## src/rtl/mem_rr_arbiter_pkg.sv

```systemverilog
// Shared types and helpers for the round-robin memory-port arbiter.
// The command struct matches the memory port of the 8 x 8-bit memory.
package mem_arb_pkg;

  localparam int ADDR_W = 3;
  localparam int DATA_W = 8;

  typedef struct packed {
    logic              wr;
    logic [ADDR_W-1:0] addr;
    logic [DATA_W-1:0] wdata;
  } mem_cmd_t;

  // Width of a requester index; a single requester still needs one bit.
  function automatic int idx_w(input int n);
    return (n > 1) ? $clog2(n) : 1;
  endfunction

endpackage

```

## src/rtl/mem_rr_arbiter_rr.sv

```systemverilog
// Pure combinational round-robin pick: the first set req bit at or after ptr,
// wrapping modulo NREQ. Returns the one-hot grant, its index and a found flag.
module rr_arbiter
  import mem_arb_pkg::*;
#(
  parameter int NREQ = 4
) (
  input  logic [NREQ-1:0]          req,
  input  logic [idx_w(NREQ)-1:0]   ptr,
  output logic [NREQ-1:0]          grant,
  output logic [idx_w(NREQ)-1:0]   idx,
  output logic                     any
);

  localparam int IW = idx_w(NREQ);

  logic [IW-1:0] sel;

  // NOTE: every output gets a default before the search loop, so no path
  // through this block leaves a value unassigned and no latch is inferred.
  always_comb begin
    grant = '0;
    idx   = '0;
    any   = 1'b0;
    sel   = '0;
    for (int k = 0; k < NREQ; k++) begin
      sel = IW'((int'(ptr) + k) % NREQ);
      if (!any && req[sel]) begin
        any        = 1'b1;
        grant[sel] = 1'b1;
        idx        = sel;
      end
    end
  end

endmodule

```

## src/rtl/mem_rr_arbiter.sv

```systemverilog
// Shares one memory port among NREQ requesters with round-robin fairness,
// registers the winning command onto the port and routes read data back.
module mem_rr_arbiter
  import mem_arb_pkg::mem_cmd_t;
  import mem_arb_pkg::idx_w;
#(
  parameter int NREQ   = 4,
  parameter int ADDR_W = 3,
  parameter int DATA_W = 8,
  parameter int RD_LAT = 1
) (
  input  logic                     clk,
  input  logic                     reset,
  input  logic [NREQ-1:0]          req_valid,
  input  logic [NREQ-1:0]          req_wr,
  input  logic [NREQ*ADDR_W-1:0]   req_addr,
  input  logic [NREQ*DATA_W-1:0]   req_wdata,
  output logic [NREQ-1:0]          req_ready,
  output logic [NREQ-1:0]          rsp_valid,
  output logic [DATA_W-1:0]        rsp_rdata,
  output logic [ADDR_W-1:0]        mem_addr,
  output logic                     mem_wr_en,
  output logic                     mem_rd_en,
  output logic [DATA_W-1:0]        mem_wdata,
  input  logic [DATA_W-1:0]        mem_rdata
);

  localparam int IW = idx_w(NREQ);
  typedef logic [IW-1:0] req_idx_t;

  req_idx_t        rr_ptr;
  req_idx_t        win_idx;
  req_idx_t        next_ptr;
  logic [NREQ-1:0] grant;
  logic            win_any;
  mem_cmd_t        win_cmd;

  // Stage 0 mirrors the read being presented on the memory port; stage
  // RD_LAT lines up with mem_rdata.
  logic [RD_LAT:0] rd_vld;
  req_idx_t        rd_tag [RD_LAT+1];

  rr_arbiter #(.NREQ(NREQ)) u_pick (
    .req   (req_valid),
    .ptr   (rr_ptr),
    .grant (grant),
    .idx   (win_idx),
    .any   (win_any)
  );

  assign req_ready = reset ? grant : '0;
  assign next_ptr  = (int'(win_idx) == NREQ - 1) ? '0 : win_idx + 1'b1;

  assign win_cmd = '{wr:    req_wr[win_idx],
                     addr:  req_addr[win_idx*ADDR_W +: ADDR_W],
                     wdata: req_wdata[win_idx*DATA_W +: DATA_W]};

  // NOTE: state registers use non-blocking assignments so every flop samples
  // the values from before the edge, independent of statement order.
  always_ff @(posedge clk) begin
    if (!reset) begin
      rr_ptr    <= '0;
      mem_wr_en <= 1'b0;
      mem_addr  <= '0;
      mem_wdata <= '0;
      rd_vld    <= '0;
    end else begin
      mem_wr_en <= win_any && win_cmd.wr;
      rd_vld    <= {rd_vld[RD_LAT-1:0], win_any && !win_cmd.wr};
      if (win_any) begin
        rr_ptr    <= next_ptr;
        mem_addr  <= win_cmd.addr;
        mem_wdata <= win_cmd.wdata;
      end
    end
  end

  // NOTE: tags carry no reset; they are only looked at when the matching
  // valid bit is set, and those valid bits are cleared by reset.
  always_ff @(posedge clk) begin
    rd_tag[0] <= win_idx;
    for (int i = 1; i <= RD_LAT; i++) rd_tag[i] <= rd_tag[i-1];
  end

  assign mem_rd_en = rd_vld[0];

  always_comb begin
    rsp_valid = '0;
    if (rd_vld[RD_LAT]) rsp_valid[rd_tag[RD_LAT]] = 1'b1;
  end

  // Gated so the shared data bus reads 0 whenever no response is due.
  assign rsp_rdata = rd_vld[RD_LAT] ? mem_rdata : '0;

endmodule

```

## config.mk

```make
export PLATFORM = sky130hd
export DESIGN_NAME = mem_rr_arbiter
export DESIGN_NICKNAME = d
export VERILOG_FILES = /design/src/rtl/mem_rr_arbiter_pkg.sv /design/src/rtl/mem_rr_arbiter_rr.sv /design/src/rtl/mem_rr_arbiter.sv
export SDC_FILE = /design/constraint.sdc
export NUM_CORES = 1
export LEC_CHECK = 0
export ABC_AREA = 1
export CORE_MARGIN = 2
export CORE_UTILIZATION = 35
export DETAILED_ROUTE_END_ITERATION = 6
export MAX_ROUTING_LAYER = met4
export PLACE_DENSITY_LB_ADDON = 0.05
export SETUP_SLACK_MARGIN = 0.1
export SYNTH_ARGS = -nofsm -noshare
export SYNTH_HDL_FRONTEND = slang
export SYNTH_SLANG_ARGS = --single-unit
```

## constraint.sdc

```tcl
create_clock -name clk -period 5.5 [get_ports clk]
set_input_delay 1.1 -clock clk [delete_from_list [all_inputs] [get_ports clk]]
set_output_delay 1.1 -clock clk [all_outputs]
set_load 0.02 [all_outputs]
```

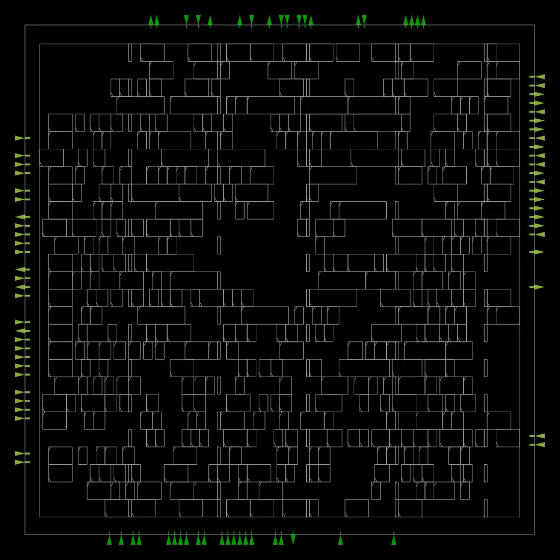
**Above:** run 1 (cell outlines without signal wires).
core outline area: 5470 um^2
flip-flops: 20
count of standard-cell rows: 27

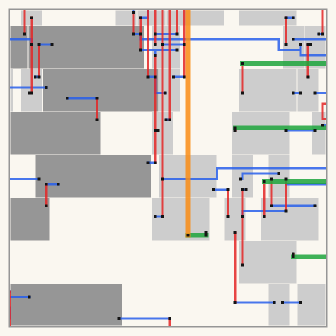
**Above:** run 1 (layout detail).
Window x 49 to 69, y 49 to 69 um. Cells in gray, sequential cells in the stronger gray; small squares are vias.
- red: M2
- orange: M4
- blue: M1
- green: M3
- most frequent: inv_1 (6), clkdlybuf4s50_1 (6)
- cells with their middle in the window: 23
- sequential cells in the window: 5
- netlist names of flops here include: `rd_tag` (3)

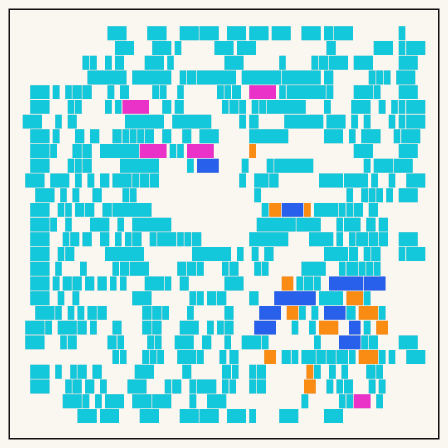
**Above:** run 1 (sizing map).
- blue: x3 and x4 (cells 10; share 2.4%)
- magenta: x6 and larger (cells 5; share 1.2%)
- cyan: x1 and smaller (cells 392; share 93%)
- orange: x2 (cells 13; share 3.1%)

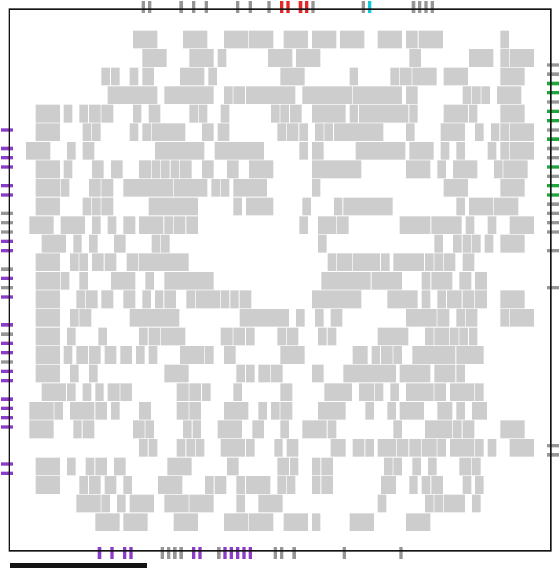
**Above:** run 1 (I/O pins on the die edge).
Scale bar: 20 um. Pins as bars across the die edge, other pins in gray.
- red: `req_wr` (pins 4; direction input; edge top)
- green: `rsp_rdata` (pins 8; direction output; edge right)
- cyan: `clk` (pins 1; direction input; edge top)
- purple: `req_wdata` (pins 32; direction input; edge 21 left, 11 bottom)

==> run summary, run 1 <==
Synthesis and PnR results.

- The power group with the highest consumption reads combinational logic.
- The area of placed instances reads 2870 um^2.
- The footprint of the multi-input gates reads 1100 um^2.
- Per the detail_route log, met3 wirelength is 436 um.
- Yosys mapped a number of flops with a built-in enable equal to 0.
- The largest registers in the layout are mem_wdata: 8 flops, rd_tag: 4 flops, mem_addr: 3 flops.
- Per the layout report, the design carries 100 non-clock inverters.
- After synthesis, flip-flops and latches occupy 20.3% of the total area.
- The total global routing track utilization reads 17.4%.
- The terminating pin of the worst hold path reads rd_tag[0][3]$_DFF_P_.
- The power consumed by sequential cells reads 262 uW.
- The signed area change from the synthesized netlist to the final layout reads 48.3%.
- The synthesized area per cell is 5.81 um^2.
- Per the layout area report, the sequential fraction of cell area is 13.7%.
- The final hold slack is 0.328 ns.
- The number of buffer cells added on primary ports is 90.
- The power consumption reads 1.51 mW.
- Yosys reports a chip area of 1970 um^2.
- The top fanout value on the critical path reads 6.
- The switching power of the nets reads 823 uW.
- Counting along the longest clock path gives a buffer depth of 2.
- The synthesis run shows the most used standard cells to be sky130_fd_sc_hd__inv_1 (95), sky130_fd_sc_hd__nand2_1 (79), sky130_fd_sc_hd__nand3_1 (64).
- The floorplan net count reads 410.
- The met3 usage is 4.77%.
- The worst-case reg-to-reg setup slack stands at 2.44 ns.
- For this block, the initial DRC count from the detailed router was 74.
- The number of pins with negative max-slew slack in the final report is 0.
- The width of the chip is 79.1 um.
- The starting density of the core reads 36.1%.
- The launch point of the worst register-to-register path is recorded as rr_ptr[0]$_SDFFE_PN0P_.
- The number of CTS-inserted buffers reads 3.
- The final setup skew reads 0.00125 ns.
- The sequential cell area is 400 um^2.
- The count of unique library cells instantiated by Yosys is 30.
- The total power per unit cell area is 517 nW/um^2.
- The yosys synthesis warning count is 0.
- The report lists the cells along the critical path as clkdlybuf4s50_1 > inv_1 > nand2_1 > nand3_2 > nand2_4 > a21oi_2 > nand2_1 > o21ai_0 > a21oi_1 > o21ai_0 > nand2_1 > inv_1 > clkdlybuf4s50_1.
- The instance count after placement with tap cells included is 488.
- After synthesis, the share of cell area in mux cells is 0%.
- The maximum level of the CTS H-tree is 1.
- The adder-cell area share of the yosys netlist reads 5.07%.
- The routed design shows a wire length per standard cell of 10.4 um.
- The cell leakage power reads 1.62 nW.
- The main combinational cell family by area after synthesis reads simple AND/OR/NAND/NOR gates.
- The number of filler instances in the final layout is 605.
- TritonCTS reports the number of clock sinks as 20.
- The final antenna diode tally reported by the flow is 0.
- The number of gates resized after cts reads 0.
- The number of flip-flops in the largest register is 8.
- Yosys reported a register bit count of 20.
- For the combinational group, total power comes out at 1.14 mW.
- For the worst setup path, the data required time is 4.40 ns.
- The clock power share is 7.2%.
- Summing over every cut layer, the via total after detailed routing is 2,207.
- The number of global-route vias before repair reads 1,979.
- The area share of the leading cell type in the synthesized netlist is 20.3%.
- The placed wire-length estimate reads 4010 um.
- Post-route period utilization is reported as 78.8%.
- The worst min-delay path startpoint is rd_tag[0][1]$_DFF_P_.
- The fraction of the core area covered by cells at the end of the flow is 53.5%.
- The critical-path cell with the highest stage delay reads sky130_fd_sc_hd__clkdlybuf4s50_1.
- After its last routability iteration, the placer logged a weighted congestion of 0.892.
- The setup-violating endpoint count in the final report is 0.
- The finished layout cell area is 2930 um^2.
- The switching power share of the total reads 54.4%.
- Counting stages on the worst path, the most repeated cell is sky130_fd_sc_hd__nand2_1.
- The destination of the worst register-to-register timing path is mem_wdata[6]$_SDFFE_PN0P_.
- The top cell types in the final layout, fill and taps aside, are sky130_fd_sc_hd__inv_1 (95), sky130_fd_sc_hd__clkdlybuf4s50_1 (90), sky130_fd_sc_hd__nand2_1 (79).
- The die height reads 79.1 um.
- Setup repair after global routing left no endpoint under its margin.
- The number of cells traversed by the worst hold path reads 0.
- The peak ir drop on the vdd network is 185 uV.
- Counting flops per register, the top entry is mem_wdata.
- Per the post-synthesis report, the number of cells in the design is 340.
- The simple-gate area share of the yosys netlist is 42.7%.
- The clock tree from TritonCTS is done.
- The total negative slack is 0 ns.
- The final instance count without filler cells reads 492.
- The non-clock buffer instance count of the final layout is 90.
- The worst pin sits at a relative slew slack of 40.2%.
- The first global-routing pass estimated 8580 um of wire.
- The setup path with the least slack is of type input pin to output port.
- The run finished with clean final reports.
- The synthesized area is 1970 um^2.
- The remaining antenna violation count reads 0.
- Global routing used 32.5% of the available met2 tracks.
- Logic depth along the worst register-to-register path is recorded as 10.
- Global routing put the most usage on met2.
- Before antenna repair, the detailed router went through 4 iterations.
- The clock buffers instantiated in the layout total 4.
- After synthesis, the share of flip-flops with an asynchronous set or reset is 0%.
- For this run the top cell type by instance count after synthesis was sky130_fd_sc_hd__inv_1.
- The per-cell via count in the routed design is 4.49.
- The net count reported at finish is 491.
- The number of design rule violations left after detail routing reads 0.
- The highest layer touched by signal routing is met4.
- Post-synth the commonest register cell is sky130_fd_sc_hd__dfxtp_1.
- The source-to-sink clock delay at the later pin of the worst-skew pair is 0.26 ns.
- The initial antenna violation count reads 0.
- The post-CTS hold buffer count recorded in the log is 0.
- The highest clock frequency the design can meet reads 231 MHz.
- The cell count in the Yosys report reads 340.
- The minimum setup slack in the final design is 1.17 ns.
- The power consumed by the clock network reads 109 uW.
- Cell internal power was estimated by the tool at 690 uW.
- The fraction of area in clock buffers and inverters is 1.88%.
- Per STA, the highest per-stage delay on the worst path measures 0.59 ns.
- The maximum number of pins on one net before global-route repair is 27.
- The xor and xnor fraction of the mapped netlist area reads 0%.
- The path category of the worst min-delay check reads flop to flop.
- The area share of and-or/or-and cells after synthesis is 7.86%.
- The clock-pin transition on the worst setup and hold timing paths reads 0.07 ns.
- The cell taking the most area after synthesis reads sky130_fd_sc_hd__dfxtp_1.
- The kind of cell with the highest combined delay on the critical path is buffers and inverters.
- The synthesis report lists the most area-consuming cells as sky130_fd_sc_hd__dfxtp_1 (20%), sky130_fd_sc_hd__inv_1 (18%), sky130_fd_sc_hd__nand3_1 (16%), sky130_fd_sc_hd__nand2_1 (15%), sky130_fd_sc_hd__ha_1 (5.1%).
- The floorplan report lists the tap cell count as 72.
- The max capacitance violation total is 0.
- The proportion of layout cells with a drive suffix above 1 is 6.67%.
- The most common logic cell in the final layout is sky130_fd_sc_hd__inv_1.
- The critical path crosses 13 cells after its start point.
- The portion of the layout cell area used by non-clock buffers is 30.8%.
- The data arrival time at the worst-slack endpoint reads 3.23 ns.
- The logs give a warning total of 33.
**Run 1: cell density map**

The die is cut into 8 by 8 equal tiles; white is low, dark blue is high, 0 to 100% covered.
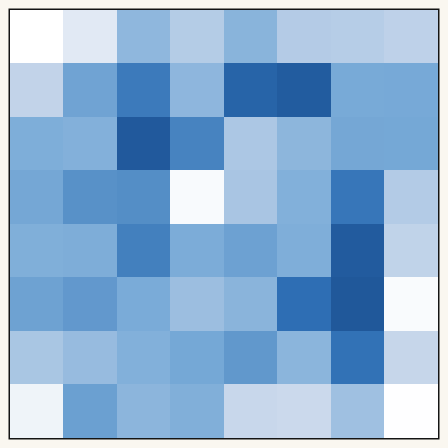

==> inputs of run 2 (changes only) <==
==> constraint.sdc (replaced) <==
create_clock -name clk -period 4.25 [get_ports clk]
set_input_delay 0.85 -clock clk [delete_from_list [all_inputs] [get_ports clk]]
set_output_delay 0.85 -clock clk [all_outputs]
set_load 0.02 [all_outputs]
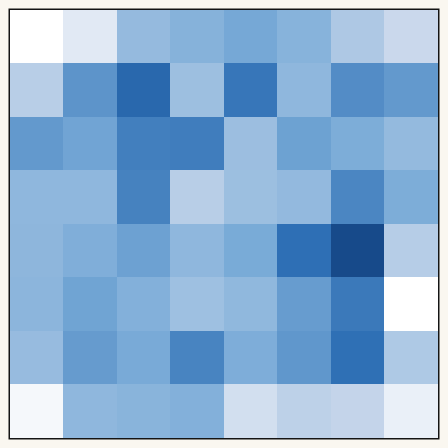
**Above:** run 2 (cell density map).
The die is cut into 8 by 8 equal tiles; white is low, dark blue is high, 0 to 100% covered.
- mean over tiles: 46%
- nearly empty tiles: 3.1%
- fullest tile: 90%
- tiles over 75% full: 3.1%
final core occ: 53.9%
Starting Density: 36.1%

==> run summary, run 2 <==
Synthesis and PnR results.

- The top layer used by detailed routing reads met4 (unchanged).
- The tap cell count was 72 (unchanged).
- The max capacitance violation total is 0 (unchanged).
- The register share after synthesis is 20.3% (unchanged).
- The relative max-transition margin is 67.4% (was 40.2%).
- CP cell instances: clkdlybuf4s50_1 > inv_2 > nand2_1 > nand3_1 > nand2_4 > a21oi_2 > nand2_1 > o21ai_0 > a21oi_1 > o21ai_0 > nand2_1 > inv_1 > clkdlybuf4s50_1 (was clkdlybuf4s50_1 > inv_1 > nand2_1 > nand3_2 > nand2_4 > a21oi_2 > nand2_1 > o21ai_0 > a21oi_1 > o21ai_0 > nand2_1 > inv_1 > clkdlybuf4s50_1).
- The cell with the most instances after synthesis was sky130_fd_sc_hd__inv_1 (unchanged).
- The footprint of the multi-input gates is 1100 um^2 (unchanged).
- The worst min-delay path startpoint is rd_tag[0][1]$_DFF_P_ (unchanged).
- The die height is 79.1 um (unchanged).
- The library cell appearing most often on the critical path is sky130_fd_sc_hd__nand2_1 (unchanged).
- The final setup skew is 0.00127 ns (was 0.00125 ns).
- The non-clock inverter instance count of the final layout reads 100 (unchanged).
- The cell taking the most area after synthesis reads sky130_fd_sc_hd__dfxtp_1 (unchanged).
- The number of design rule violations left after detail routing is 0 (unchanged).
- Unrepaired setup endpoints after global routing: no (unchanged).
- The number of global-route vias before repair reads 2,022 (was 1,979).
- The final-layout clock buffer total reads 4 (unchanged).
- The number of storage elements in the synthesis netlist came to 20 (unchanged).
- The number of clock sinks is 20 (unchanged).
- The internal portion of total power was 903 uW (was 690 uW).
- The number of cells traversed by the worst hold path is 0 (unchanged).
- The start of the worst register-to-register path is rr_ptr[1]$_SDFFE_PN0P_ (was rr_ptr[0]$_SDFFE_PN0P_).
- The number of filler instances in the final layout reads 601 (was 605).
- The area of placed instances reads 2900 um^2 (was 2870 um^2).
- The register share of the cell area is 13.6% (was 13.7%).
- The wire length of the first global-routing pass is 8780 um (was 8580 um).
- Top cells excl fill/tap: sky130_fd_sc_hd__inv_1 (95), sky130_fd_sc_hd__clkdlybuf4s50_1 (90), sky130_fd_sc_hd__nand2_1 (79) (unchanged).
- The met2 global-route usage reads 33.0% (was 32.5%).
- The combinational-cell power consumption came to 1.51 mW (was 1.14 mW).
- The required arrival time at the worst endpoint is 3.40 ns (was 4.40 ns).
- The buffer levels on the longest clock path is 2 (unchanged).
- The clock tree from TritonCTS was done (unchanged).
- The source-to-sink clock delay at the later pin of the worst-skew pair is 0.26 ns (about the same).
- Top post-synthesis cells by count: sky130_fd_sc_hd__inv_1 (95), sky130_fd_sc_hd__nand2_1 (79), sky130_fd_sc_hd__nand3_1 (64) (unchanged).
- The path category of the worst min-delay check reads flop to flop (unchanged).
- The met3 usage is 4.77% (unchanged).
- The power group with the highest consumption is combinational logic (unchanged).
- The mux cell area share after synthesis is 0% (unchanged).
- The switching power share of the total reads 54.3% (was 54.4%).
- The detailed-route wire length per cell is 10.7 um (was 10.4 um).
- The final hold slack is 0.330 ns (was 0.328 ns).
- The number of multi-input logic gates reads 206 (unchanged).
- The placed wire-length estimate reads 4080 um (was 4010 um).
- The total global routing track utilization reads 17.7% (was 17.4%).
- Outcome: finished clean (unchanged).
- Of the available clock period, the critical path in the final layout requires 89.1%.
- The remaining antenna violation count is 0 (unchanged).
- The total power per unit cell area reads 670 nW/um^2 (was 517 nW/um^2).
- The net count reported at finish was 494 (was 491).
- The OpenROAD warning count was 33 (unchanged).
- The kind of cell with the highest combined delay on the critical path is buffers and inverters (unchanged).
- The number of antenna cells inserted was 0 (unchanged).
- The highest cell delay on the worst timing path reads 0.59 ns (about the same).
- The final weighted congestion in routability-driven placement reads 0.897 (was 0.892).
- The synthesized area per cell is 5.81 um^2 (unchanged).
- The total negative slack is 0 ns (unchanged).
- The number of gates resized after cts reads 0 (unchanged).
- The routed wire length on met3 was 431 um (was 436 um).
- The destination of the worst register-to-register timing path is mem_wdata[6]$_SDFFE_PN0P_ (unchanged).
- The setup-violating endpoint count in the final report reads 0 (unchanged).
- The fraction of area in clock buffers and inverters reads 1.87% (was 1.88%).
- The synthesized area came to 1970 um^2 (unchanged).
- The peak ir drop on the vdd network reads 249 uV (was 185 uV).
- The fraction of registers with async set/reset is 0% (unchanged).
- The number of flip-flops in the largest register was 8 (unchanged).
- The clock power share came to 7.2% (about the same).
- The count of cells along the worst register-to-register path is 13 (was 10).
- The synthesized chip area reported by yosys is 1970 um^2 (unchanged).
- Leading post-synthesis cells by cell area: sky130_fd_sc_hd__dfxtp_1 (20%), sky130_fd_sc_hd__inv_1 (18%), sky130_fd_sc_hd__nand3_1 (16%), sky130_fd_sc_hd__nand2_1 (15%), sky130_fd_sc_hd__ha_1 (5.1%) (unchanged).
- The post-cts hold buffer count came to 0 (unchanged).
- The maximum number of pins on one net before global-route repair is 27 (unchanged).
- The yosys synthesis warning count came to 0 (unchanged).
- The data arrival time at the worst-slack endpoint reads 2.94 ns (was 3.23 ns).
- The met1 layer usage reported by global route was 18.5% (was 17.9%).
- The proportion of layout cells with a drive suffix above 1 was 7.33% (was 6.67%).
- The sequential cell area is 400 um^2 (unchanged).
- Top Registers: mem_wdata: 8 flops, rd_tag: 4 flops, mem_addr: 3 flops (unchanged).
- The count of unique library cells instantiated by Yosys is 30 (unchanged).
- The routing layer with the top usage in global route reads met2 (unchanged).
- The kind of critical path reads input pin to output port (unchanged).
- The sequential cell count reads 20 (unchanged).
- The floorplan net count is 410 (unchanged).
- The count of final hold-check violations is 0 (unchanged).
- The power consumption is 1.98 mW (was 1.51 mW).
- The critical-path cell with the highest stage delay is sky130_fd_sc_hd__clkdlybuf4s50_1 (unchanged).
- The dominant register cell in the synthesized netlist is sky130_fd_sc_hd__dfxtp_1 (unchanged).
- The top fanout value on the critical path is 6 (unchanged).
- The clock-pin transition on the worst setup and hold timing paths was 0.07 ns (about the same).
- The cell count after synthesis was 340 (unchanged).
- The cell row count reads 27 (unchanged).
- The terminating pin of the worst hold path was rd_tag[0][3]$_DFF_P_ (unchanged).
- The main combinational cell family by area after synthesis is simple AND/OR/NAND/NOR gates (unchanged).
- The detailed router's first-iteration violation count was 67 (was 74).
- The width of the chip is 79.1 um (unchanged).
- The adder-cell area share of the yosys netlist is 5.07% (unchanged).
- The number of pins with negative max-slew slack in the final report is 0 (unchanged).
- The number of CTS-inserted buffers is 3 (unchanged).
- The maximum level of the CTS H-tree reads 1 (unchanged).
- The per-cell via count in the routed design came to 4.40 (was 4.49).
- The dominant logic cell type in the layout is sky130_fd_sc_hd__inv_1 (unchanged).
- The area share of the leading cell type in the synthesized netlist is 20.3% (unchanged).
- The instance count after placement with tap cells included is 491 (was 488).
- The cell count in the Yosys report is 340 (unchanged).
- The final instance count without filler cells reads 495 (was 492).
- The total iterations of the first detailed-routing run is 5 (was 4).
- The depth of the critical timing path with buffers and inverters included is 13 (unchanged).
- The portion of the layout cell area used by non-clock buffers reads 31.3% (was 30.8%).
- The worst reg-to-reg setup slack reads 1.47 ns (was 2.44 ns).
- The area share of and-or/or-and cells after synthesis reads 7.86% (unchanged).
- The power consumed by the clock network is 143 uW (was 109 uW).
- The cell leakage power was 1.63 nW (was 1.62 nW).
- The simple-gate area share of the yosys netlist reads 42.7% (unchanged).
- The detailed-route via count is 2,178 (was 2,207).
- The initial antenna violation count reads 0 (unchanged).
- The non-clock buffer instance count of the final layout reads 93 (was 90).
- The switching power of the nets reads 1.07 mW (was 823 uW).
- The number of buffer cells added on primary ports reads 90 (unchanged).
- The register with the most flip-flops is mem_wdata (unchanged).
- The post-synth tally of flip-flops with integrated enable reads 0 (unchanged).
- The power consumed by sequential cells is 322 uW (was 262 uW).
- The xor and xnor fraction of the mapped netlist area is 0% (unchanged).
- The highest clock frequency the design can meet reads 264 MHz.
- The core footprint is 5470 um^2 (unchanged).
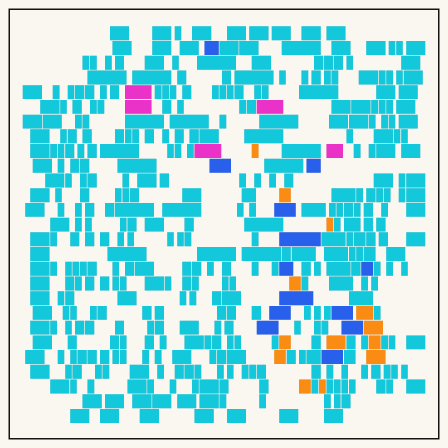
**Above:** run 2 (sizing map).
- cyan: x1 and smaller (cells 392; share 93%)
- magenta: x6 and larger (cells 5; share 1.2%)
- blue: x3 and x4 (cells 13; share 3.1%)
- orange: x2 (cells 13; share 3.1%)
growth of design area from synthesis to finish: 49.4%
area of all placed cells without fillers: 2950 um^2
smallest setup slack after layout: 0.462 ns

==> inputs of run 3 (changes only) <==
--- a/config.mk
+++ b/config.mk
@@ -6,9 +6,10 @@
 export NUM_CORES = 1
 export LEC_CHECK = 0
 export ABC_AREA = 1
-export CORE_MARGIN = 2
+export CORE_MARGIN = 3
 export CORE_UTILIZATION = 35
 export DETAILED_ROUTE_END_ITERATION = 6
+export GPL_TIMING_DRIVEN = 0
 export MAX_ROUTING_LAYER = met4
 export PLACE_DENSITY_LB_ADDON = 0.05
 export SETUP_SLACK_MARGIN = 0.1
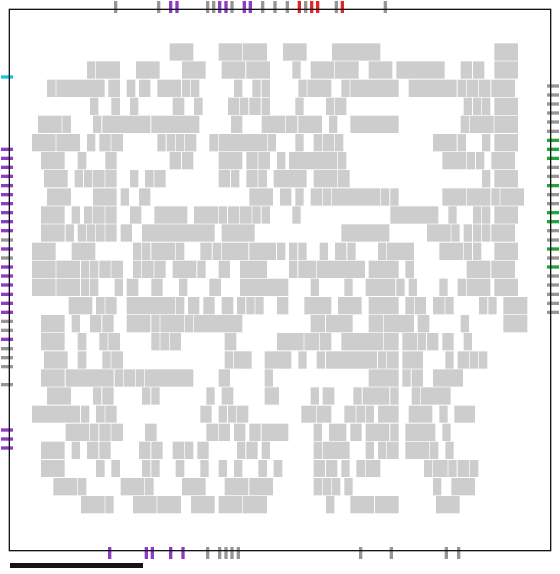
**Above:** run 3 (I/O pins on the die edge).
Scale bar: 20 um. Pins as bars across the die edge, other pins in gray.
- red: `req_wr` (pins 4; direction input; edge top)
- green: `rsp_rdata` (pins 8; direction output; edge right)
- cyan: `clk` (pins 1; direction input; edge left)
- purple: `req_wdata` (pins 32; direction input; edge 21 left, 6 top, 5 bottom)
- all pins by edge: 30 left, 26 right, 21 top, 14 bottom

==> run summary, run 3 <==
Synthesis and PnR results.

- The highest cell delay on the worst timing path came to 0.59 ns (about the same).
- The start of the worst register-to-register path is rr_ptr[1]$_SDFFE_PN0P_ (unchanged).
- The cell taking the most area after synthesis is sky130_fd_sc_hd__dfxtp_1 (unchanged).
- The minimum setup slack in the final design is 0.398 ns (was 0.462 ns).
- The met3 usage is 4.21% (was 4.77%).
- The finished layout cell area came to 3020 um^2 (was 2950 um^2).
- The maximum number of pins on one net before global-route repair reads 13 (was 27).
- The power consumed by the clock network reads 194 uW (was 143 uW).
- The number of CTS-inserted buffers reads 3 (unchanged).
- The number of buffer cells added on primary ports came to 89 (was 90).
- The switching power share of the total is 51.9% (was 54.3%).
- The top layer used by detailed routing reads met4 (unchanged).
- Top cells excl fill/tap: sky130_fd_sc_hd__inv_1 (95), sky130_fd_sc_hd__clkdlybuf4s50_1 (89), sky130_fd_sc_hd__nand2_1 (79) (was sky130_fd_sc_hd__inv_1 (95), sky130_fd_sc_hd__clkdlybuf4s50_1 (90), sky130_fd_sc_hd__nand2_1 (79)).
- Leading post-synthesis cells by cell area: sky130_fd_sc_hd__dfxtp_1 (20%), sky130_fd_sc_hd__inv_1 (18%), sky130_fd_sc_hd__nand3_1 (16%), sky130_fd_sc_hd__nand2_1 (15%), sky130_fd_sc_hd__ha_1 (5.1%) (unchanged).
- The fraction of the core area covered by cells at the end of the flow is 57.4% (was 53.9%).
- The number of clock sinks is 20 (unchanged).
- The per-cell via count in the routed design came to 4.49 (was 4.40).
- The power group with the highest consumption is combinational logic (unchanged).
- The number of filler instances in the final layout reads 555 (was 601).
- The number of global-route vias before repair is 2,049 (was 2,022).
- The signed area change from the synthesized netlist to the final layout is 53.2% (was 49.4%).
- The number of storage elements in the synthesis netlist was 20 (unchanged).
- The cell count after synthesis reads 340 (unchanged).
- The final instance count without filler cells is 503 (was 495).
- The cell row count was 26 (was 27).
- The clock tree from TritonCTS is done (unchanged).
- The tap cell count reads 70 (was 72).
- The data arrival time at the worst-slack endpoint reads 3.00 ns (was 2.94 ns).
- The met2 global-route usage is 28.5% (was 33.0%).
- The count of final hold-check violations reads 0 (unchanged).
- The kind of cell with the highest combined delay on the critical path is buffers and inverters (unchanged).
- The switching power of the nets is 1.11 mW (was 1.07 mW).
- The required arrival time at the worst endpoint is 3.40 ns (about the same).
- The fraction of registers with async set/reset reads 0% (unchanged).
- The detailed-route via count reads 2,258 (was 2,178).
- The initial antenna violation count is 0 (unchanged).
- The area share of the leading cell type in the synthesized netlist reads 20.3% (unchanged).
- The number of flip-flops in the largest register came to 8 (unchanged).
- The placed wire-length estimate is 4380 um (was 4080 um).
- The number of gates resized after cts reads 0 (unchanged).
- The path category of the worst min-delay check is flop to flop (unchanged).
- The power consumed by sequential cells is 321 uW (was 322 uW).
- The starting density of the core came to 37.5% (was 36.1%).
- The footprint of the multi-input gates reads 1100 um^2 (unchanged).
- The non-clock buffer instance count of the final layout reads 103 (was 93).
- Unrepaired setup endpoints after global routing: no (unchanged).
- The highest clock frequency the design can meet is 260 MHz (was 264 MHz).
- The sequential cell count is 20 (unchanged).
- The final weighted congestion in routability-driven placement is 0.916 (was 0.897).
- The final period utilization is 90.6% (was 89.1%).
- The total iterations of the first detailed-routing run reads 4 (was 5).
- The number of antenna cells inserted reads 0 (unchanged).
- The depth of the critical timing path with buffers and inverters included reads 13 (unchanged).
- The count of unique library cells instantiated by Yosys is 30 (unchanged).
- The wire length of the first global-routing pass is 9150 um (was 8780 um).
- Outcome: finished clean (unchanged).
- The mux cell area share after synthesis is 0% (unchanged).
- The synthesized chip area reported by yosys is 1970 um^2 (unchanged).
- The final hold slack was 0.333 ns (was 0.330 ns).
- The remaining antenna violation count came to 0 (unchanged).
- The buffer levels on the longest clock path is 2 (unchanged).
- The terminating pin of the worst hold path reads rd_tag[0][2]$_DFF_P_ (was rd_tag[0][3]$_DFF_P_).
- The total power per unit cell area is 709 nW/um^2 (was 670 nW/um^2).
- The synthesized area per cell was 5.81 um^2 (unchanged).
- The non-clock inverter instance count of the final layout is 100 (unchanged).
- The post-cts hold buffer count was 0 (unchanged).
- The yosys synthesis warning count is 0 (unchanged).
- The library cell appearing most often on the critical path is sky130_fd_sc_hd__nand2_1 (unchanged).
- The simple-gate area share of the yosys netlist was 42.7% (unchanged).
- The width of the chip is 81.1 um (was 79.1 um).
- The worst min-delay path startpoint is rd_tag[0][0]$_DFF_P_ (was rd_tag[0][1]$_DFF_P_).
- The proportion of layout cells with a drive suffix above 1 is 8.78% (was 7.33%).
- The register with the most flip-flops is mem_wdata (unchanged).
- The register share after synthesis was 20.3% (unchanged).
- The top fanout value on the critical path is 6 (unchanged).
- The count of cells along the worst register-to-register path is 13 (unchanged).
- The source-to-sink clock delay at the later pin of the worst-skew pair came to 0.26 ns (about the same).
- The destination of the worst register-to-register timing path reads mem_addr[1]$_SDFFE_PN0P_ (was mem_wdata[6]$_SDFFE_PN0P_).
- The register share of the cell area is 13.2% (was 13.6%).
- The instance count after placement with tap cells included reads 499 (was 491).
- The sequential cell area came to 400 um^2 (unchanged).
- The net count reported at finish reads 504 (was 494).
- The number of multi-input logic gates was 206 (unchanged).
- The area of placed instances reads 2950 um^2 (was 2900 um^2).
- The total global routing track utilization came to 17.8% (was 17.7%).
- The setup-violating endpoint count in the final report reads 0 (unchanged).
- The xor and xnor fraction of the mapped netlist area is 0% (unchanged).
- The cell leakage power is 1.67 nW (was 1.63 nW).
- Top Registers: mem_wdata: 8 flops, rd_tag: 4 flops, mem_addr: 3 flops (unchanged).
- The core footprint reads 5270 um^2 (was 5470 um^2).
- The relative max-transition margin is 66.5% (was 67.4%).
- The final setup skew is 0.00242 ns (was 0.00127 ns).
- The synthesized area is 1970 um^2 (unchanged).
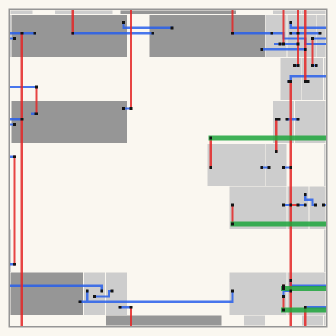
**Above:** run 3 (layout detail).
Window x 51 to 71, y 51 to 71 um. Cells in gray, sequential cells in the stronger gray; small squares are vias.

Power figures rest on the tool's default switching activity, not on a simulated workload.
